### config.mk
export PLATFORM = sky130hd
export DESIGN_NAME = io_seg7_scan
export DESIGN_NICKNAME = d
export VERILOG_FILES = /design/src/rtl/io_seg7_scan.sv
export SDC_FILE = /design/constraint.sdc
export NUM_CORES = 1
export LEC_CHECK = 0
export CORE_ASPECT_RATIO = 1.4
export CORE_MARGIN = 5
export CORE_UTILIZATION = 50
export CTS_CLUSTER_DIAMETER = 200
export CTS_CLUSTER_SIZE = 25
export DETAILED_ROUTE_END_ITERATION = 6
export GPL_TIMING_DRIVEN = 0
export PLACE_DENSITY_LB_ADDON = 0.3
export SYNTH_ARGS = -nofsm -noshare
export SYNTH_HDL_FRONTEND = slang
export SYNTH_SLANG_ARGS = --single-unit
### constraint.sdc
create_clock -name clock -period 3.54 [get_ports clock]
set_input_delay 0.708 -clock clock [delete_from_list [all_inputs] [get_ports clock]]
set_output_delay 0.708 -clock clock [all_outputs]
set_load 0.1 [all_outputs]
### src/rtl/io_seg7_scan.sv
// Eight-digit common-anode 7-segment scanner fed from the CPU output ports.
// Port writes land in a shadow copy and are applied only at the scan-frame wrap.
module io_seg7_scan #(
  parameter int unsigned SCAN_DIV = 50000,
  parameter logic [7:0]  EN_RST   = 8'hFF
) (
  input  logic        clock,
  input  logic        reset,
  input  logic [31:0] disp_value,
  input  logic [31:0] disp_ctrl,
  input  logic        load,
  output logic        upd_pending,
  output logic        frame_start,
  output logic [7:0]  an,
  output logic [6:0]  seg,
  output logic        dp
);

  localparam int unsigned PW = $clog2(SCAN_DIV);
  localparam logic [PW-1:0] PS_MAX = PW'(SCAN_DIV - 1);

  logic [PW-1:0] r_presc;
  logic [2:0]    r_idx;

  logic [31:0]   r_val;
  logic [7:0]    r_dpm;
  logic [7:0]    r_en;
  logic          r_lz;

  logic [31:0]   r_sh_val;
  logic [7:0]    r_sh_dpm;
  logic [7:0]    r_sh_en;
  logic          r_sh_lz;

  logic          r_pend;
  logic          r_fs;
  logic [7:0]    r_an;
  logic [6:0]    r_seg;
  logic          r_dp;

  logic          w_tick;
  logic          w_wrap;
  logic [3:0]    w_nib;
  logic          w_hi_zero;
  logic          w_blank;
  logic [7:0]    w_an;
  logic [6:0]    w_seg;
  logic          w_dp;
  logic          w_unused_ctrl;

  assign w_unused_ctrl = ^disp_ctrl[31:17];

  assign w_tick = (r_presc == PS_MAX);
  assign w_wrap = w_tick && (r_idx == 3'd7);

  function automatic logic [6:0] hex7(input logic [3:0] n);
    case (n)
      4'h0:    hex7 = 7'h40;
      4'h1:    hex7 = 7'h79;
      4'h2:    hex7 = 7'h24;
      4'h3:    hex7 = 7'h30;
      4'h4:    hex7 = 7'h19;
      4'h5:    hex7 = 7'h12;
      4'h6:    hex7 = 7'h02;
      4'h7:    hex7 = 7'h78;
      4'h8:    hex7 = 7'h00;
      4'h9:    hex7 = 7'h10;
      4'hA:    hex7 = 7'h08;
      4'hB:    hex7 = 7'h03;
      4'hC:    hex7 = 7'h46;
      4'hD:    hex7 = 7'h21;
      4'hE:    hex7 = 7'h06;
      default: hex7 = 7'h0E;
    endcase
  endfunction

  // Leading-zero blank: this nibble and every more-significant one are zero.
  always_comb begin
    w_nib     = r_val[{r_idx, 2'b00} +: 4];
    w_hi_zero = ((r_val >> {r_idx, 2'b00}) == 32'd0);
    w_blank   = r_lz && (r_idx != 3'd0) && w_hi_zero;
    w_an      = 8'hFF;
    w_seg     = 7'h7F;
    w_dp      = 1'b1;
    if (r_en[r_idx]) begin
      w_an      = 8'hFF;
      w_an[r_idx] = 1'b0;
      w_dp      = ~r_dpm[r_idx];
      w_seg     = w_blank ? 7'h7F : hex7(w_nib);
    end
  end

  always_ff @(posedge clock) begin
    if (reset) begin
      r_presc  <= '0;
      r_idx    <= '0;
      r_val    <= '0;
      r_dpm    <= '0;
      r_en     <= EN_RST;
      r_lz     <= 1'b0;
      r_sh_val <= '0;
      r_sh_dpm <= '0;
      r_sh_en  <= EN_RST;
      r_sh_lz  <= 1'b0;
      r_pend   <= 1'b0;
      r_fs     <= 1'b0;
      r_an     <= 8'hFE;
      r_seg    <= 7'h40;
      r_dp     <= 1'b1;
    end else begin
      r_presc <= w_tick ? '0 : r_presc + 1'b1;
      if (w_tick) begin
        r_idx <= r_idx + 3'd1;
      end
      r_fs <= w_wrap;

      // Transfer reads the pre-edge shadow, so a coincident load is kept for the next frame.
      if (w_wrap && r_pend) begin
        r_val <= r_sh_val;
        r_dpm <= r_sh_dpm;
        r_en  <= r_sh_en;
        r_lz  <= r_sh_lz;
      end
      if (load) begin
        r_sh_val <= disp_value;
        r_sh_dpm <= disp_ctrl[7:0];
        r_sh_en  <= disp_ctrl[15:8];
        r_sh_lz  <= disp_ctrl[16];
        r_pend   <= 1'b1;
      end else if (w_wrap && r_pend) begin
        r_pend <= 1'b0;
      end

      r_an  <= w_an;
      r_seg <= w_seg;
      r_dp  <= w_dp;
    end
  end

  assign upd_pending = r_pend;
  assign frame_start = r_fs;
  assign an          = r_an;
  assign seg         = r_seg;
  assign dp          = r_dp;

endmodule

run_1/placement_by_type.png
Fill, decap, tap and diode cells in grey.
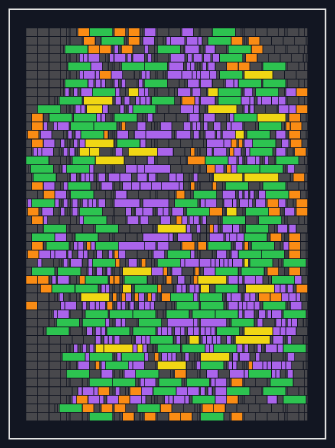
Orange stands for remaining buffers and delay cells, cells 110, share of their area 13%. Yellow stands for clock drivers and dummy loads, cells 32, share of their area 8.5%. Green stands for sequential cells, cells 135, share of their area 39%. Purple stands for combinational and other logic, cells 438, share of their area 40%.
fin util: 63.8%
Core Area: 11,200 um2

run_1/layer_met3.png
The bar under the picture is 20 um long.
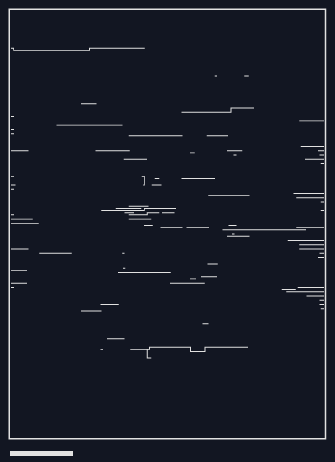
The layer holds 3.9% of the routed length. The longest straight run is 26.2 um. The wires run mostly horizontal. The layer carries 551 um of wire.
met3 Use GR: 4.72%
Via Count: 4,637
total wire length: 14,100 um

==> results.yml, run 1 <==
# physical design summary
synth:
  edf_count: 0
  synthTopCellsByArea: "dfxtp_1 (47%), mux2i_1 (11%), nand2_1 (7.5%)"
  netlist_instances: 614
  flop_cell: "dfxtp_1"
  synthDistinctLibCells: 55
  top_cell_area_share_pct: 47.5
worst_setup_path:
  critical_path_cell_count: 1
  slowest_delay_ns: 1.16
  critPathCapture: "upd_pending"
  crit_type: "flop to primary output"
  critPathLaunch: "upd_pending"
die:
  std_cell_rows: 46
  dieArea_um2: 13700
  fp.dieW_um: 100
sta:
  finalSetupViolCount: 0
  skew_ns: 0.00802
  whs_ns: 0.454
  min_period_ns: 2.67
  fmax_mhz: 374
  fin_crit_sh_pct: 75.5
  worst_pin_slew_ns: 0.986
route:
  drt-met1-wl_um: 5750
  wl_per_cell_um: 16.4
  drtIter0Drc: 184
clocking:
  root_buffer: "clkbuf_16"
  post_cts_buffers: 0
  cts_tree: "yes"
  cts_resized: 0
  htree_num_levels: 4
  cts_hold_buffers: 0
place:
  routabilityCongestion: 0.949
  portBuffers: 69
flow_run:
  drv_cap: 0
pwr:
  clock_power_uw: 1740
  power_density_nw_per_um2: 489
  ir_drop_mv: 0.300
  p_clk_share_pct: 49.8
  switching_power_uw: 783
grt:
  top_usage_layer: "met2"
  grt-ovfl-total: 0
  grt_pass1_wl_um: 22700
hold_path:
  hold_end: "r_lz"
  hold_class: "flop to flop"
final_layout:
  mostFrequentLayoutCells: "dfxtp_1 (135), nand2_1 (114), clkdlybuf4s50_1 (69), mux2i_1 (63), nor2_1 (63)"
  lay_top_count: "dfxtp_1"
  antenna_cells_inserted: 0
  fin_area_um2: 7160
outcome:
  outcome: "complete, no violations"
run_1/placement.png
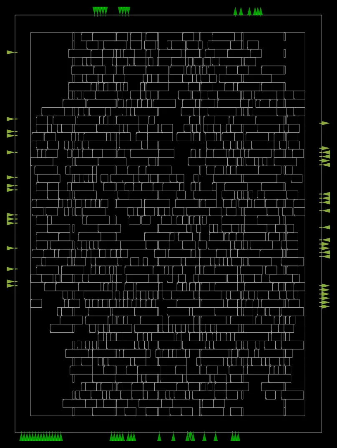
fraction of area in registers: 37.8%
final cell count without fillers: 859

## run 1: logic make-up (layout without fill, tap and decap cells)
family | after synthesis | after routing | share of synthesized area, %
AOI/OAI and AO/OA | 82 | 82 | 8.99
xor gates and xnor gates | 11 | 11 | 1.69
adders and majority gates | 10 | 10 | 2.20
buffers and inverters | 53 | 154 | 4.48
DFF | 135 | 135 | 47.5
muxes | 75 | 75 | 15.0
and+or+nand+nor | 248 | 248 | 20.2
## run 1: cell type report
type / count / area share, %
clock inverters: 13 / 2.06
flip-flops and latches: 135 / 37.8
repair buffers: 69 / 9.65
multi-input cells: 426 / 38.3
plain buffers: 41 / 2.94
inverters: 12 / 0.629
well taps: 144 / 2.52
clock buffers: 19 / 6.19
run_1/layer_met2.png
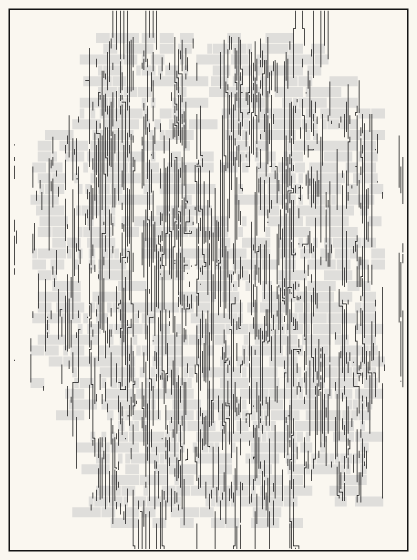

==> run 2: changes to the inputs <==
CORE_UTILIZATION = 49   (was 50)
clock period = 2.4 ns   (was 3.54 ns; I/O delays follow)
run_2/layer_met2.png
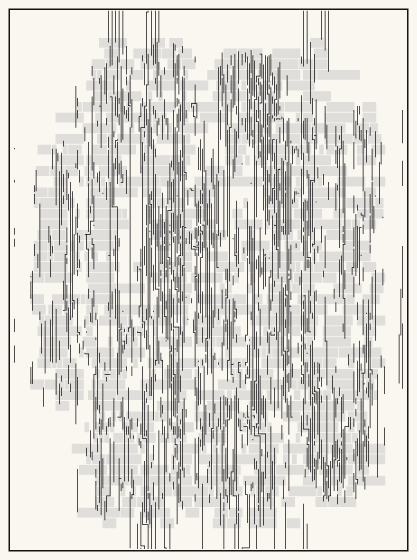
649 nets have wire on it. The longest straight run is 63.6 um. The wires run mostly vertical. The layer carries 7,400 um of wire. The layer holds 52% of the routed length.
Via Count: 4,659
GR Util met2: 37.6%

run_2/layer_met3.png
The bar under the picture is 20 um long.
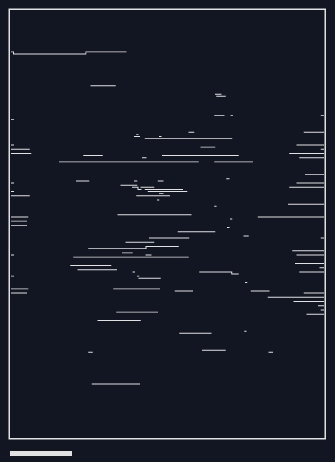
The wires run mostly horizontal. The longest straight run is 44.6 um.
total wire length: 14,300 um
met3 Use GR: 4.10%

==> run 2 against run 1 <==
Compared with the run above:
- sequential share of layout area shrank 0.45 points
- die area grew 1.9%
- register-to-register slack worse by 0.80 ns
- first-iteration DRC count increased by 4.9%
- design area increased by 1.3%
- core utilization rose by 0.20 points
- critical path depth unchanged
- worst hold slack got worse by 0.0057 ns
- total power increased by 48%
- largest power group unchanged
- combinational power increased by 47%
==> results.yml, run 2 <==
# physical design summary
synth:
  async_flop_share_pct: 0
  top_cell_area_share_pct: 47.5
  ys_sh_aoi_pct: 8.99
  ys_cells: 614
  synthSimpleGateAreaFrac_pct: 20.2
  edf_count: 0
  xor_area_share_pct: 1.69
  synthDistinctLibCells: 55
  ys_seq_elements: 135
  topCombFamilyByArea: "simple AND/OR/NAND/NOR gates"
  mux_share_pct: 15.0
  synthTopCellsByArea: "dfxtp_1 (47%), mux2i_1 (11%), nand2_1 (7.5%)"
  flop_cell: "dfxtp_1"
  synthAdderAreaFrac_pct: 2.20
  avgSynthCellArea_um2: 9.28
  netlist_instances: 614
hold_path:
  hold_class: "flop to flop"
  hold_end: "r_presc[0]"
clocking:
  root_buffer: "clkbuf_16"
  cts_resized: 6
  cts_hold_buffers: 0
  clock_latency_ns: 0.41
  cts_tree: "yes"
  htree_num_levels: 4
  post_cts_buffers: 2
place:
  routabilityCongestion: 0.963
  portBuffers: 69
  placed_cells: 827
route:
  firstDrtPassIters: 5
  drtIter0Drc: 193
  wl_per_cell_um: 16.6
sta:
  finalSetupViolCount: 0
  maxSlewHeadroom_pct: 33.7
  layout_setup_ws_ns: 0.0521
  skew_ns: 0.00569
  worst_pin_slew_ns: 0.993
  min_period_ns: 2.35
  drv_slew: 0
  whs_ns: 0.448
  fin_crit_sh_pct: 97.8
  fmax_mhz: 426
pwr:
  ir_drop_mv: 0.599
  p_clk_share_pct: 49.9
  switching_power_uw: 1180
  power_density_nw_per_um2: 712
grt:
  grt_pass1_wl_um: 22900
  grt-ovfl-total: 0
  grt_pass1_vias: 4695
worst_setup_path:
  critPathCapture: "an[4]"
  path_delay_family: "buffers and inverters"
  crit_fanout: 1
  r2r_setup_slack_ns: 0.10
  crit_type: "flop to primary output"
  slowest_delay_ns: 1.14
  critPathLaunch: "an[4]"
  critical_path_cell_count: 1
  arrival_ns: 1.87
  worstReg2RegEnd: "seg[0]"
outcome:
  outcome: "complete, no violations"
flow_run:
  warnings: 47
  drv_cap: 0
final_layout:
  fin_util_pct: 64.0
  finalNonFillerCells: 860
  drive_above_1_share_pct: 10.9
  lay_top_count: "dfxtp_1"
  antenna_cells_inserted: 0
  fin_area_um2: 7250
  mostFrequentLayoutCells: "dfxtp_1 (134), nand2_1 (114), clkdlybuf4s50_1 (67), nor2_1 (63), mux2i_1 (57)"
die:
  std_cell_rows: 46
  fp.dieW_um: 101
  dieArea_um2: 13900
  core_area_um2: 11300
==> run 2: routing by layer <==
layer  global-route usage [%]  vias up  wire, um
met5                        0        -         0
met4                     11.3        0       512
met3                     4.10       39       713
met2                     37.6      127      7400
met1                     23.4     2196      5650
li1                         -     2297         -
==> run 2: area by class of cell <==
class,instances,area (um2)
Buffer,40,218
Clock buffer,17,425
Clock inverter,15,168
Fill cell,915,4090
Inverter,12,45.0
Multi-Input combinational cell,426,2800
Sequential cell,135,2710
Tap cell,144,180
Timing Repair Buffer,71,707
==> run 2: power by group through the flow <==
stage / clock network [uW] / logic, uW / registers (uW)
final: 2580 / 257 / 2330
after global routing: 2720 / 281 / 2330
after CTS: 2610 / 260 / 2330
after detailed placement: 0 / 259 / 2380
after global placement: 0 / 252 / 2380
after floorplan: 0 / 129 / 2380
Power is estimated from default activity; no workload was simulated.
